Fig. 1: run 1, signal wires on met4
Drawn at 3 px/um. Cells faint in the background.
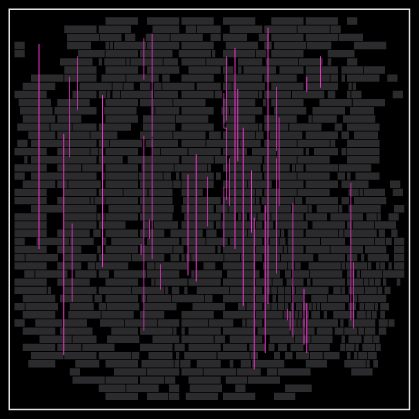
Fig. 2: run 1, routing congestion map
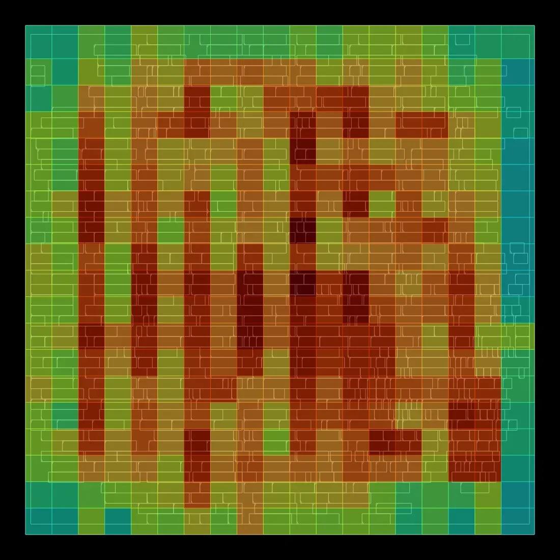
Fig. 3: run 1, a small window of the routed layout
Region (90, 23) to (110, 43) um. Cells in grey, sequential cells in the stronger grey; small squares are vias.
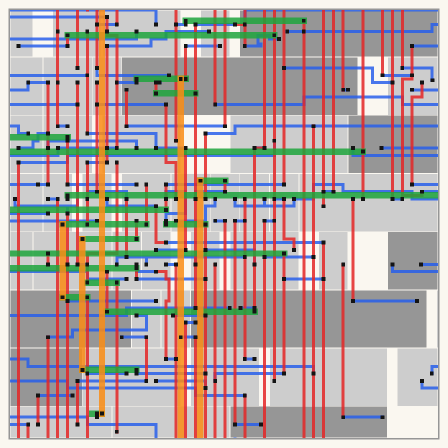
Fig. 4: run 1, clock wires, drivers and flops
Drawn at 2 px/um.
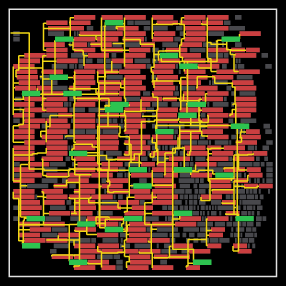
### src/rtl/receiver_pkg.sv
// Shared defaults and types for the receive side of the parallel link.
// Imported by the interface, the FIFO and the receiver top.
package receiver_pkg;

    localparam int DATA_W_DEF = 16;
    localparam int DEPTH_DEF  = 16;
    localparam int ADDR_W_DEF = $clog2(DEPTH_DEF);

    typedef enum logic {
        IDLE = 1'b0,
        ACK  = 1'b1
    } rx_state_e;

endpackage

### src/rtl/receiver_if.sv
// Link handshake from the remote transmitter plus the local read port.
// The receiver uses the slave view; the transmitter/reader side uses master.
interface receiver_if
    import receiver_pkg::*;
#(
    parameter int DATA_W = DATA_W_DEF
);

    logic [DATA_W-1:0] parallel_data_in;
    logic              parallel_valid_in;
    logic              parallel_ready_out;
    logic              rd_en;
    logic [DATA_W-1:0] data_out;
    logic              fifo_empty;

    modport master (
        output parallel_data_in,
        output parallel_valid_in,
        input  parallel_ready_out,
        output rd_en,
        input  data_out,
        input  fifo_empty
    );

    modport slave (
        input  parallel_data_in,
        input  parallel_valid_in,
        output parallel_ready_out,
        input  rd_en,
        output data_out,
        output fifo_empty
    );

endinterface

### src/rtl/rx_sync_fifo.sv
// Single-clock FIFO with registered read data and a registered empty flag.
// Occupancy is held in a count one bit wider than the pointers.
module rx_sync_fifo
    import receiver_pkg::*;
#(
    parameter int DATA_W = DATA_W_DEF,
    parameter int DEPTH  = DEPTH_DEF
) (
    input  logic              clk_rx,
    input  logic              rst_rx,
    input  logic              wr_en,
    input  logic [DATA_W-1:0] din,
    input  logic              rd_en,
    output logic [DATA_W-1:0] dout,
    output logic              full,
    output logic              empty
);

    localparam int AW    = (DEPTH > 1) ? $clog2(DEPTH) : 1;
    localparam int CNT_W = AW + 1;

    logic [DATA_W-1:0] mem [DEPTH];
    logic [AW-1:0]     wr_ptr;
    logic [AW-1:0]     rd_ptr;
    logic [CNT_W-1:0]  count;
    logic [CNT_W-1:0]  count_next;
    logic              do_wr;
    logic              do_rd;

    assign full  = (count == CNT_W'(DEPTH));
    assign do_wr = wr_en && !full;
    assign do_rd = rd_en && !empty;

    always_comb begin
        // NOTE: every always_comb output gets a default first, so no path can infer a latch.
        count_next = count;
        case ({do_wr, do_rd})
            2'b10:   count_next = count + CNT_W'(1);
            2'b01:   count_next = count - CNT_W'(1);
            default: count_next = count;
        endcase
    end

    // NOTE: sequential state uses <= so every flop samples pre-edge values.
    always_ff @(posedge clk_rx) begin
        if (rst_rx) begin
            wr_ptr <= '0;
            rd_ptr <= '0;
            count  <= '0;
            empty  <= 1'b1;
            dout   <= '0;
        end else begin
            if (do_wr) wr_ptr <= wr_ptr + AW'(1);
            if (do_rd) begin
                rd_ptr <= rd_ptr + AW'(1);
                dout   <= mem[rd_ptr];
            end
            count <= count_next;
            empty <= (count_next == '0);
        end
    end

    // NOTE: storage has no reset; the pointers and count alone define which words are valid.
    always_ff @(posedge clk_rx) begin
        if (do_wr) mem[wr_ptr] <= din;
    end

endmodule

### src/rtl/receiver.sv
// Receive end of a four-phase parallel link: valid synchroniser, IDLE/ACK
// handshake FSM and a receive FIFO drained by the local reader.
module receiver
    import receiver_pkg::*;
#(
    parameter int DATA_W = DATA_W_DEF,
    parameter int DEPTH  = DEPTH_DEF
) (
    input  logic       clk_rx,
    input  logic       rst_rx,
    receiver_if.slave  link
);

    logic      sync_meta;
    logic      sync_valid;
    logic      fifo_wr;
    logic      fifo_full;
    rx_state_e state;
    rx_state_e state_next;

    // Only valid crosses domains; data is held stable by the transmitter while valid is high.
    always_ff @(posedge clk_rx) begin
        if (rst_rx) begin
            sync_meta  <= 1'b0;
            sync_valid <= 1'b0;
        end else begin
            sync_meta  <= link.parallel_valid_in;
            sync_valid <= sync_meta;
        end
    end

    always_ff @(posedge clk_rx) begin
        if (rst_rx) state <= IDLE;
        else        state <= state_next;
    end

    always_comb begin
        state_next = state;
        case (state)
            IDLE:    if (sync_valid && !fifo_full) state_next = ACK;
            ACK:     if (!sync_valid)              state_next = IDLE;
            default: state_next = IDLE;
        endcase
    end

    // Acknowledge is a direct decode of the state flop, so it is glitch-free toward the link.
    always_comb begin
        fifo_wr                 = 1'b0;
        link.parallel_ready_out = 1'b0;
        if (state == IDLE && sync_valid && !fifo_full) fifo_wr = 1'b1;
        if (state == ACK) link.parallel_ready_out = 1'b1;
    end

    rx_sync_fifo #(
        .DATA_W (DATA_W),
        .DEPTH  (DEPTH)
    ) u_fifo (
        .clk_rx (clk_rx),
        .rst_rx (rst_rx),
        .wr_en  (fifo_wr),
        .din    (link.parallel_data_in),
        .rd_en  (link.rd_en),
        .dout   (link.data_out),
        .full   (fifo_full),
        .empty  (link.fifo_empty)
    );

endmodule

### src/flat_wrapper.sv
// flat-port wrapper written by rule: the top's interface ports become plain ports
module receiver_flat import receiver_pkg::*;
#(
    parameter int DATA_W = DATA_W_DEF,
    parameter int DEPTH  = DEPTH_DEF
)
  (clk_rx, rst_rx, link_parallel_data_in, link_parallel_valid_in, link_parallel_ready_out, link_rd_en, link_data_out, link_fifo_empty);
  receiver_if #(.DATA_W(DATA_W)) link_i ();
  input  logic clk_rx;
  input  logic rst_rx;
  input wire logic [$bits(link_i.parallel_data_in)-1:0] link_parallel_data_in;
  input wire logic [$bits(link_i.parallel_valid_in)-1:0] link_parallel_valid_in;
  output wire logic [$bits(link_i.parallel_ready_out)-1:0] link_parallel_ready_out;
  input wire logic [$bits(link_i.rd_en)-1:0] link_rd_en;
  output wire logic [$bits(link_i.data_out)-1:0] link_data_out;
  output wire logic [$bits(link_i.fifo_empty)-1:0] link_fifo_empty;
  assign link_i.parallel_data_in = link_parallel_data_in;
  assign link_i.parallel_valid_in = link_parallel_valid_in;
  assign link_parallel_ready_out = link_i.parallel_ready_out;
  assign link_i.rd_en = link_rd_en;
  assign link_data_out = link_i.data_out;
  assign link_fifo_empty = link_i.fifo_empty;
  receiver #(.DATA_W(DATA_W), .DEPTH(DEPTH)) u_core (.clk_rx(clk_rx), .rst_rx(rst_rx), .link(link_i));
endmodule
### config.mk
export PLATFORM = sky130hd
export DESIGN_NAME = receiver_flat
export DESIGN_NICKNAME = d
export VERILOG_FILES = /design/src/rtl/receiver_pkg.sv /design/src/rtl/receiver_if.sv /design/src/rtl/rx_sync_fifo.sv /design/src/rtl/receiver.sv /design/src/flat_wrapper.sv
export SDC_FILE = /design/constraint.sdc
export NUM_CORES = 1
export LEC_CHECK = 0
export CORE_UTILIZATION = 65
export DETAILED_ROUTE_END_ITERATION = 12
export GPL_TIMING_DRIVEN = 0
export PLACE_DENSITY = 0.95
export SYNTH_ARGS = -nofsm -noshare
export SYNTH_HDL_FRONTEND = slang
export SYNTH_SLANG_ARGS = --single-unit
### constraint.sdc
create_clock -name clk_rx -period 7.8 [get_ports clk_rx]
set_input_delay 1.56 -clock clk_rx [delete_from_list [all_inputs] [get_ports clk_rx]]
set_output_delay 1.56 -clock clk_rx [all_outputs]
set_load 0.1 [all_outputs]
==> results.ini, run 1 <==
[status]
run_status=completed

[die]
die_h_um=133
chip_area_sq_um=17700
fp_util_pct=66.9

[hold_path]
worst_hold_startpoint=u_core.sync_meta$_SDFF_PP0_

[placed_design]
post-place-ws_ns=3.15
gpl.final_weighted_congestion=0.844
place_hpwl_mm=15.8
dp_cells=839

[cts]
cts_tree=built
h_tree_levels=1
clk_transition_reported_paths_ns=0.06
cts_inserted_buffers=28
resized_cells_post_cts=0
cts.repair_timing.setup_buffer_count=0
cts.root.buffer_cell=sky130_fd_sc_hd__clkbuf_16

[worst_setup_path]
worstRegToRegCells=13
critPathBufInv=3
cp_num_cells=12
crit_path_end=u_core.u_fifo.empty$_SDFF_PP1_
crit-reg2reg-launch=u_core.u_fifo.count[1]$_SDFF_PP0_
critical_path.endpoint_type=flop
timing.reg2reg.setup_slack_ns=4.54
worst_path_dominant_cell_family=buffers and inverters
cp_slowest_cell=sky130_fd_sc_hd__buf_2
crit_path_cell_trace=clkdlybuf4s50_1, nor2b_1, buf_2, ha_1, buf_2, xor2_1, ha_1, a21oi_1, a2bb2oi_1, a311oi_1, mux2_2, nor3_1

[yosys]
ff_type=sky130_fd_sc_hd__edfxtp_1
synth-seq-cells=289
synth_warnings=0
synth-seq-area-share_pct=75.0
and_or_or_and_cells_area_fraction_pct=3.01
postSynthCellCount=567
synthMuxAreaShare_pct=14.9
fa_ha_area_share_pct=0.899
synth.most_common_cell=sky130_fd_sc_hd__edfxtp_1
netlist_logic_family_top=multiplexers
syn_area_per_cell_sq_um=19.6
synth.top_cells.by_count=sky130_fd_sc_hd__edfxtp_1 (256), sky130_fd_sc_hd__mux4_2 (64), sky130_fd_sc_hd__nor2_1 (48)
synth-xor-area-share_pct=0.787
ys_async_sr_fraction_pct=0
synth.yosys.num_cells=567

[global_routing]
grt-ovfl-total=0
grt_first_pass_wirelength_mm=38.9
grt_max_degree=17

[power_and_ir_drop]
combinationalPowerShare_pct=14.4
sw_share_pct=24.5
share_seq_of_total_power_pct=47.9
vdd.ir_drop.worst_uv=241

[detailed_routing]
route.detailed.drc=0
via_per_inst=6.75
detailedRoute.firstIterationViolations=788
first_pass_iters=5
ant_nets=0

[final_timing]
min_period_ns=4.24
final_max_slew_viol_count=0
layout_worst_path_cycle_share_pct=54.3
hold_violations=0
setup_tns_ns=0
fmax_mhz=236
fin_hold_ws_ns=0.459
timing_worst_slew_pin_value_ns=1.01
rsz0062_at_grt=no
setup_slack_ns=3.56

[run]
log.warning_count=30

[cells_and_area]
finish.instance_area_sq_um=13000
antenna-diode-count=0
largest_register_ffs=256
reg_with_most_ffs=u_core.u_fifo.mem
drive_gt1_share_pct=23.5
biggestRegsByFlops=u_core.u_fifo.mem (256), u_core.u_fifo.dout (16), u_core.u_fifo.count (5)
post_layout_nonfiller_instances=891

About Fig. 1:
main direction: vertical
wire length on this layer: 1,240 um
longest straight run: 91.8 um
aggregate routed wire length: 25.7 mm
DR vias: 6,011

About Fig. 2:
Final Util: 78.0%
detail-routed net length per standard cell: 28.9 um
highest-utilization routing layer at the global route stage: met2
routing usage on met2: 50.6%
GR Util met3: 5.71%

About Fig. 3:
| colour | layer |
|---|---|
| orange | met4 |
| green | met3 |
| blue | met1 |
| red | met2 |
sequential cells in the window: 6
netlist names of flops here include: u_core.u_fifo.mem (4)
most frequent: nor2_1 (5)
cells with their middle in the window: 40

About Fig. 4:
[red] flip-flops | count: 289
[yellow] clock wires | length: 3,020 um
[green] cells driving clock nets | count: 28
routed clock nets: 29
part of the power in the clock network: 37.7%
latest clock arrival within the worst-skew pair: 0.54 ns
Layout Skew: 0.0193 ns

## run 1: placed cells by master (no fill, tap or decap), types with 5 or more instances in the layout
cell type                         count
sky130_fd_sc_hd__a22oi_1             32
sky130_fd_sc_hd__buf_2               11
sky130_fd_sc_hd__nor2_1              36
sky130_fd_sc_hd__dfxtp_1             33
sky130_fd_sc_hd__nor2b_1              9
sky130_fd_sc_hd__clkbuf_16           29
sky130_fd_sc_hd__nand2_1             22
sky130_fd_sc_hd__edfxtp_1           256
sky130_fd_sc_hd__xor2_1               8
sky130_fd_sc_hd__clkdlybuf4s50_1     36
sky130_fd_sc_hd__buf_8               15
sky130_fd_sc_hd__buf_6                5
sky130_fd_sc_hd__a21oi_1              6
sky130_fd_sc_hd__mux4_2              64
sky130_fd_sc_hd__nor2_2              12
sky130_fd_sc_hd__mux2i_1             19
sky130_fd_sc_hd__clkbuf_1            21
sky130_fd_sc_hd__ha_1                 8
## run 1: final cells by class
cell class	instances	area, sq um	area share, %
Timing Repair Buffer	52	597	4.60
Clock buffer	38	779	6.00
Buffer	33	185	1.43
Inverter	4	15.0	0.116
Multi-Input combinational cell	241	2640	20.3
Clock inverter	14	151	1.17
Tap cell	220	275	2.12
Sequential cell	289	8350	64.3
## run 1: per-layer routing
layer / GRT usage (%) / wire [um]
met3: 5.71 / 2330
met4: 16.0 / 1240
met2: 50.6 / 12900
met5: 0 / 0
met1: 40.5 / 9200
## run 1: power by group through the flow
| stage | logic [mW] | registers [mW] | clock network (mW) |
|---|---|---|---|
| after floorplan | 0.284 | 1.86 | 0 |
| after global placement | 0.487 | 1.76 | 0 |
| after detailed placement | 0.512 | 1.76 | 0 |
| after CTS | 0.519 | 1.73 | 1.36 |
| after global routing | 0.546 | 1.73 | 1.42 |
| final | 0.518 | 1.73 | 1.36 |
Fig. 5: run 1, routed metal, one colour a layer
Drawn at 3 px/um.
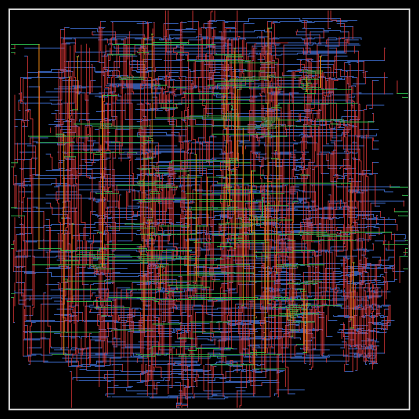

--- run 2 (diff from run 1) ---
--- a/config.mk
+++ b/config.mk
@@ -5,10 +5,10 @@
 export SDC_FILE = /design/constraint.sdc
 export NUM_CORES = 1
 export LEC_CHECK = 0
-export CORE_UTILIZATION = 65
+export CORE_UTILIZATION = 60
 export DETAILED_ROUTE_END_ITERATION = 12
 export GPL_TIMING_DRIVEN = 0
-export PLACE_DENSITY = 0.95
+export PLACE_DENSITY = 0.89
 export SYNTH_ARGS = -nofsm -noshare
 export SYNTH_HDL_FRONTEND = slang
 export SYNTH_SLANG_ARGS = --single-unit
==> constraint.sdc (replaced) <==
create_clock -name clk_rx -period 3.9 [get_ports clk_rx]
set_input_delay 0.78 -clock clk_rx [delete_from_list [all_inputs] [get_ports clk_rx]]
set_output_delay 0.78 -clock clk_rx [all_outputs]
set_load 0.1 [all_outputs]
Fig. 6: run 2, routed metal, one colour a layer
Drawn at 3 px/um.
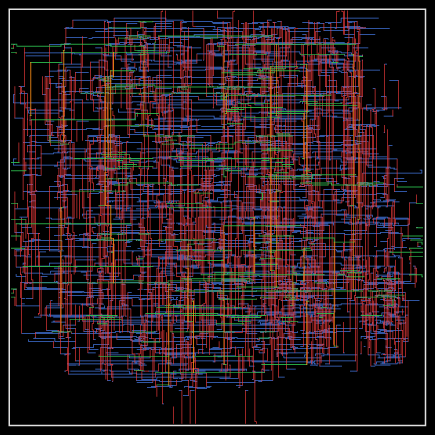
| colour | layer | wire length |
|---|---|---|
| red | met2 | 13,100 um |
| green | met3 | 2,160 um |
| blue | met1 | 9,370 um |
| orange | met4 | 824 um |
aggregate routed wire length: 25.4 mm
detail-routed net length per standard cell: 28.3 um

Fig. 7: run 2, signal wires on met4
Drawn at 3 px/um. Cells faint in the background.
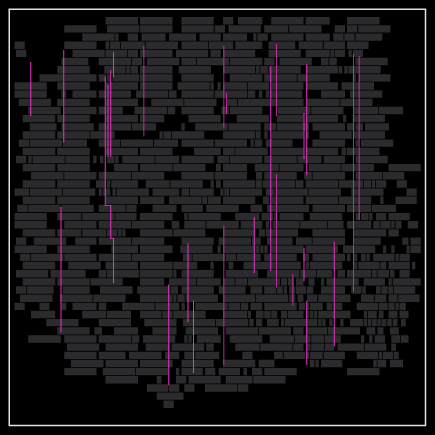
main direction: vertical
longest straight run: 78.9 um
DR vias: 5,976

==> run 2 against run 1 <==
The flow now finishes with violations (DRC). Via count fell by 0.58%. Design area is 0.30% lower. Synthesized cell count did not move. Final cell count up 0.79%. First-iteration DRC count shrank 28%. Clock skew decreased by 0.011 ns. Worst hold slack improved by 0.011 ns. Setup slack worse by 3.1 ns. Flip-flop count unchanged. Utilization fell by 6.4 points. Routed wire length fell by 1.1%. Clock power grew 98%. Critical endpoint unchanged.
==> results.ini, run 2 <==
[status]
run_status=complete, but fails checks
violations=DRC

[worst_setup_path]
r2r-end=u_core.u_fifo.empty$_SDFF_PP1_
cp_slowest_cell=sky130_fd_sc_hd__clkdlybuf4s50_1
crit_path_cell_trace=clkdlybuf4s50_1, nor2b_1, buf_2, ha_1, buf_2, xor2_1, ha_1, a21oi_1, a2bb2oi_1, a311oi_1, mux2_2, nor3_1
critical_path.endpoint_type=flop
worstRegToRegCells=12
worst_path_dominant_cell_family=buffers and inverters
timing.reg2reg.setup_slack_ns=0.69
critPathBufInv=3

[final_timing]
rsz0062_at_grt=no
layout_worst_path_cycle_share_pct=88.6
timing_worst_slew_pin_value_ns=1.05
min_period_ns=3.45
setup_tns_ns=0
fin_worst_skew_ns=0.00853
fmax_mhz=289
hold_violations=0
final_max_slew_viol_count=0

[power_and_ir_drop]
vdd.ir_drop.worst_uv=540
leak_nw=4.15

[global_routing]
grt_first_pass_wirelength_mm=37.9
grt_max_degree=17
grt_pass1_vias=6230
grt-ovfl-total=0

[cts]
cts_tree=built
cts.repair_timing.setup_buffer_count=0
resized_cells_post_cts=0
clk-insertion-delay-late_ns=0.53
cts.root.buffer_cell=sky130_fd_sc_hd__clkbuf_16
cts_inserted_buffers=27
clock_sinks=289
h_tree_levels=1

[cells_and_area]
final_core_util_pct=71.6
finish.instance_area_sq_um=12900
biggestRegsByFlops=u_core.u_fifo.mem (256), u_core.u_fifo.dout (16), u_core.u_fifo.count (5)
drive_gt1_share_pct=23.2
mostFrequentLayoutCells=sky130_fd_sc_hd__edfxtp_1 (256), sky130_fd_sc_hd__mux4_2 (64), sky130_fd_sc_hd__nor2_1 (36), sky130_fd_sc_hd__clkdlybuf4s50_1 (36), sky130_fd_sc_hd__dfxtp_1 (33)
largest_register_ffs=256
reg_with_most_ffs=u_core.u_fifo.mem
antenna-diode-count=0
layout.cells.most_common=sky130_fd_sc_hd__edfxtp_1

[yosys]
synth-xor-area-share_pct=0.787
netlist_logic_family_top=multiplexers
fa_ha_area_share_pct=0.899
syn_area_per_cell_sq_um=19.6
and_or_or_and_cells_area_fraction_pct=3.01
post-synth-top-area-cell=sky130_fd_sc_hd__edfxtp_1
ys_async_sr_fraction_pct=0
synth.top_cells.by_count=sky130_fd_sc_hd__edfxtp_1 (256), sky130_fd_sc_hd__mux4_2 (64), sky130_fd_sc_hd__nor2_1 (48)
synth-seq-area-share_pct=75.0
synth_warnings=0
postSynthCellCount=567
synthMuxAreaShare_pct=14.9
synth.yosys.num_cells=567

[detailed_routing]
first_pass_iters=9
detailedRoute.firstIterationViolations=571
route.detailed.drc=5
ant_nets=0
via_per_inst=6.65

[placed_design]
place_hpwl_mm=15.6
gpl.final_weighted_congestion=0.746
io_buffers=36

[hold_path]
worst_hold_startpoint=u_core.sync_meta$_SDFF_PP0_

[die]
die_h_um=138
row_count=49
fp_util_pct=61.6
chip_area_sq_um=19100
boundaryPins=38

[run]
log.warning_count=30

-- run 2: cell counts after synthesis --
No cell type changed its count.
-- run 2: worst max-delay path by stage --
stage / end / slack, ns / from
4_1_cts: u_core.u_fifo.empty$_SDFF_PP1_ / 0.50 / link_rd_en
3_3_place_gp: u_core.u_fifo.mem[3][7]$_DFFE_PP_ / -0.07 / u_core.u_fifo.count[1]$_SDFF_PP0_
5_1_grt: u_core.u_fifo.empty$_SDFF_PP1_ / 0.24 / link_rd_en
2_1_floorplan: u_core.u_fifo.empty$_SDFF_PP1_ / 0.91 / u_core.state$_SDFF_PP0_
3_5_place_dp: u_core.u_fifo.empty$_SDFF_PP1_ / -0.01 / link_rd_en
6_report: u_core.u_fifo.empty$_SDFF_PP1_ / 0.45 / link_rd_en
-- run 2: layout make-up --
class | instances | area (sq um) | share of cell area [%]
Buffer | 33 | 185 | 1.43
Clock buffer | 38 | 747 | 5.77
Clock inverter | 12 | 160 | 1.24
Inverter | 4 | 15.0 | 0.116
Multi-Input combinational cell | 241 | 2640 | 20.4
Sequential cell | 289 | 8350 | 64.5
Tap cell | 229 | 287 | 2.21
Timing Repair Buffer | 52 | 571 | 4.41
-- run 2: layer usage --
layer  wire length (um)  track usage [%]  up-vias
li1                   -                -     2436
met1               9370             35.5     3075
met2              13100             47.6      402
met3               2160             4.40       63
met4                824             10.6        0
met5                  0                0        -
-- run 2: where the power goes --
group	leakage (nW)	internal [mW]	switching (mW)
registers	2.57	3.41	0.0367
logic	1.13	0.425	0.605
clock network	0.445	1.60	1.09
-- run 2: stage by stage --
stage,cells,setup slack [ns],hold slack [ns]
after detailed placement,848,-0.0132,0.463
final,898,0.446,0.470
after global routing,898,0.239,0.482
after global placement,832,-0.0734,0.433
after floorplan,567,0.906,0.414
after CTS,898,0.499,0.475
Fig. 8: run 2, routing congestion map
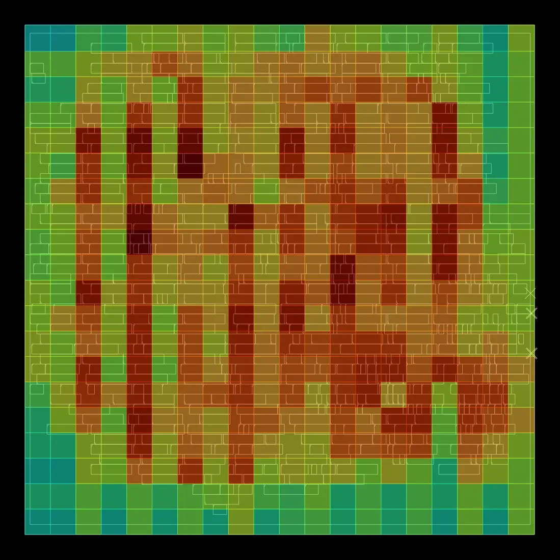

--- run 3 (diff from run 2) ---
--- a/config.mk
+++ b/config.mk
@@ -5,10 +5,12 @@
 export SDC_FILE = /design/constraint.sdc
 export NUM_CORES = 1
 export LEC_CHECK = 0
+export CORE_MARGIN = 2
 export CORE_UTILIZATION = 60
 export DETAILED_ROUTE_END_ITERATION = 12
 export GPL_TIMING_DRIVEN = 0
 export PLACE_DENSITY = 0.89
+export SLEW_MARGIN = 10
 export SYNTH_ARGS = -nofsm -noshare
 export SYNTH_HDL_FRONTEND = slang
 export SYNTH_SLANG_ARGS = --single-unit
Fig. 9: run 3, routing congestion map
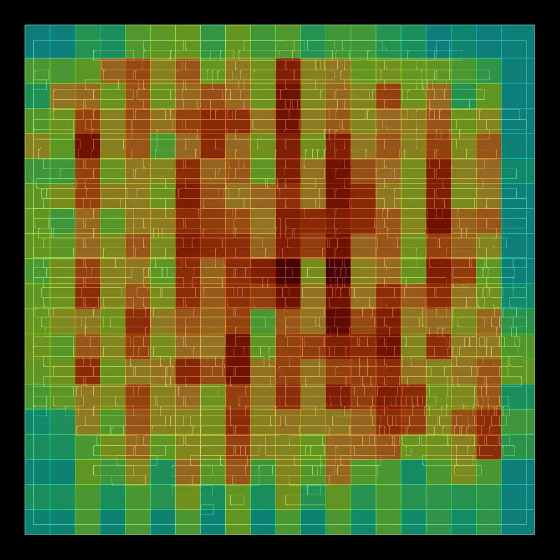
Final Util: 71.3%
routing usage on met2: 46.4%
met1 layer usage reported by global route: 32.1%

==> run 3 against run 2 <==
The run now ends clean. Non-clock buffer count did not move. Sequential share of layout area increased by 0.26 points. Highest routed layer unchanged. Via count shrank 1.2%. Flip-flop count unchanged. Critical path type unchanged. Clock-buffer cell count fell by 3. Clock power is 3% lower. Design area down 0.41%. Global-route usage down 1.1 points. Largest power group unchanged. Power down 1.3%.
==> results.ini, run 3 <==
[status]
run_status=completed

[yosys]
postSynthCellCount=567
synth_warnings=0
syn_area_per_cell_sq_um=19.6
post-synth-top-area-cell=sky130_fd_sc_hd__edfxtp_1
synth-seq-cells=289
cell_area_after_synthesis_sq_um=11100
synth.most_common_cell=sky130_fd_sc_hd__edfxtp_1
synth.yosys.num_cells=567
synth.top_cells.by_count=sky130_fd_sc_hd__edfxtp_1 (256), sky130_fd_sc_hd__mux4_2 (64), sky130_fd_sc_hd__nor2_1 (48)
ff_type=sky130_fd_sc_hd__edfxtp_1
ys_async_sr_fraction_pct=0
synth-seq-area-share_pct=75.0
edf_count=256

[detailed_routing]
first_pass_iters=5
detailedRoute.firstIterationViolations=708
ant_nets=0
route.detailed.drc=0
via_per_inst=6.58
drt-wirelength-per-cell_um=28.2

[cts]
clk-insertion-delay-late_ns=0.53
cts_max_path_buffers=3
cts_inserted_buffers=27
cts.hold.buffers_added=0
resized_cells_post_cts=0
cts.root.buffer_cell=sky130_fd_sc_hd__clkbuf_16
cts_tree=built
clock_sinks=289
clk_transition_reported_paths_ns=0.06
cts.repair_timing.setup_buffer_count=0
h_tree_levels=1

[worst_setup_path]
crit-reg2reg-launch=u_core.u_fifo.count[1]$_SDFF_PP0_
cp_slowest_cell=sky130_fd_sc_hd__buf_2
timing.reg2reg.setup_slack_ns=0.80
critPathLaunch=link_rd_en
critical_path.endpoint_type=flop
r2r-end=u_core.u_fifo.empty$_SDFF_PP1_
crit_path_cell_trace=clkdlybuf4s50_1, nor2b_1, buf_2, ha_1, buf_2, xor2_1, ha_1, a21oi_1, a2bb2oi_1, a311oi_1, mux2_2, nor3_1
worstRegToRegCells=13
crit_path_end=u_core.u_fifo.empty$_SDFF_PP1_

[final_timing]
rsz0062_at_grt=no
setup_slack_ns=0.563
hold_violations=0
fmax_mhz=300
timing_worst_slew_pin_value_ns=1.10
fin_worst_skew_ns=0.00675
layout_worst_path_cycle_share_pct=85.6
min_period_ns=3.34
final_max_slew_viol_count=0

[cells_and_area]
register_area_sq_um=8350
reg_with_most_ffs=u_core.u_fifo.mem
num-nets-final=676
finish.instance_area_sq_um=12900
drive_gt1_share_pct=23.3
multi_input_comb_area_sq_um=2640
layout.cells.most_common=sky130_fd_sc_hd__edfxtp_1
largest_register_ffs=256
mostFrequentLayoutCells=sky130_fd_sc_hd__edfxtp_1 (256), sky130_fd_sc_hd__mux4_2 (64), sky130_fd_sc_hd__nor2_1 (36), sky130_fd_sc_hd__clkdlybuf4s50_1 (36), sky130_fd_sc_hd__dfxtp_1 (33)
antenna-diode-count=0
biggestRegsByFlops=u_core.u_fifo.mem (256), u_core.u_fifo.dout (16), u_core.u_fifo.count (5)
area.growth.synth_to_final_pct=15.8

[global_routing]
grt_pass1_vias=6287
grt-busiest-layer=met2
grtUsageMet3_pct=5.88
grt_max_degree=17
grt-ovfl-total=0
grt_antenna_before_repair=0
grt_first_pass_wirelength_mm=37.6

[placed_design]
place_hpwl_mm=15.5
gpl.final_weighted_congestion=0.815
post-place-ws_ns=0.0585
io_buffers=36

[run]
log.warning_count=30

[die]
die_w_um=140
chip_area_sq_um=19700
boundaryPins=38
row_count=49
die_h_um=140
fp_util_pct=61.6

[power_and_ir_drop]
leak_nw=4.12
post-layout-total-power_mw=7.08
total_power_per_unit_cell_area_nw_per_um2=549
vdd.ir_drop.worst_uv=495

[hold_path]
worst_hold_startpoint=u_core.sync_meta$_SDFF_PP0_

Fig. 10: run 3, routed metal, one colour a layer
Drawn at 3 px/um.
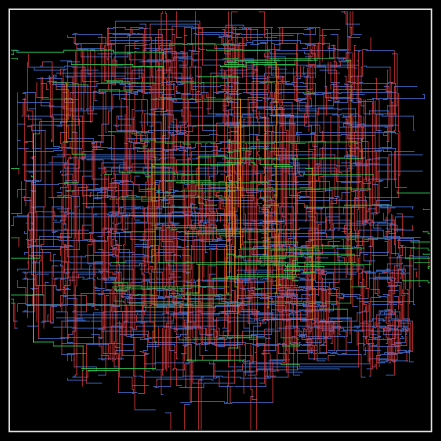
total track usage: 26.4%
DR vias: 5,905
aggregate routed wire length: 25.3 mm

-- run 3: cell counts after synthesis --
Identical to the previous run, type by type.
-- run 3: where the power goes --
| group | leakage (nW) | internal (mW) | switching [mW] |
|---|---|---|---|
| combinational | 1.13 | 0.423 | 0.607 |
| sequential | 2.57 | 3.41 | 0.0367 |
| clock | 0.420 | 1.50 | 1.10 |
-- run 3: kinds of logic after synthesis --
| family | after synthesis | share of synthesized area [%] |
|---|---|---|
| buf+inv | 37 | 1.80 |
| fa+ha+maj | 8 | 0.899 |
| compound gates | 44 | 3.01 |
| simple gates | 94 | 3.67 |
| flops | 289 | 75.0 |
| xor+xnor | 10 | 0.787 |
| mux | 85 | 14.9 |
-- run 3: cell type report --
cell class              count  area share, %
flip-flops and latches    289           64.7
multi-input cells         241           20.4
clock buffers              35           5.55
repair buffers             52           4.25
well taps                 229           2.22
plain buffers              33           1.44
clock inverters            15           1.25
inverters                   4          0.116
-- run 3: per-stage QoR --
stage | std cells | util, % | hold WS [ns] | TNS (ns)
3_3_place_gp | 832 | 65.1 | 0.431 | -3.77
2_1_floorplan | 567 | - | 0.414 | 0
4_1_cts | 898 | 71.3 | 0.473 | 0
6_report | 898 | 71.3 | 0.469 | 0
5_1_grt | 898 | 71.3 | 0.479 | 0
3_5_place_dp | 848 | 66.5 | 0.464 | 0
-- run 3: per-layer routing --
metal | wire length (um) | vias up
met2 | 13300 | 354
met5 | 0 | -
met1 | 8930 | 3043
met4 | 957 | 0
met3 | 2140 | 76
li1 | - | 2432
-- run 3: worst max-delay path, delay by kind of cell --
kind	cells	cell delay, ns
buf+inv	3	1.12
mux	1	0.38
xor+xnor	1	0.16
compound gates	3	0.49
fa+ha+maj	2	0.44
simple gates	2	0.41
Power figures rest on the tool's default switching activity, not on a simulated workload.
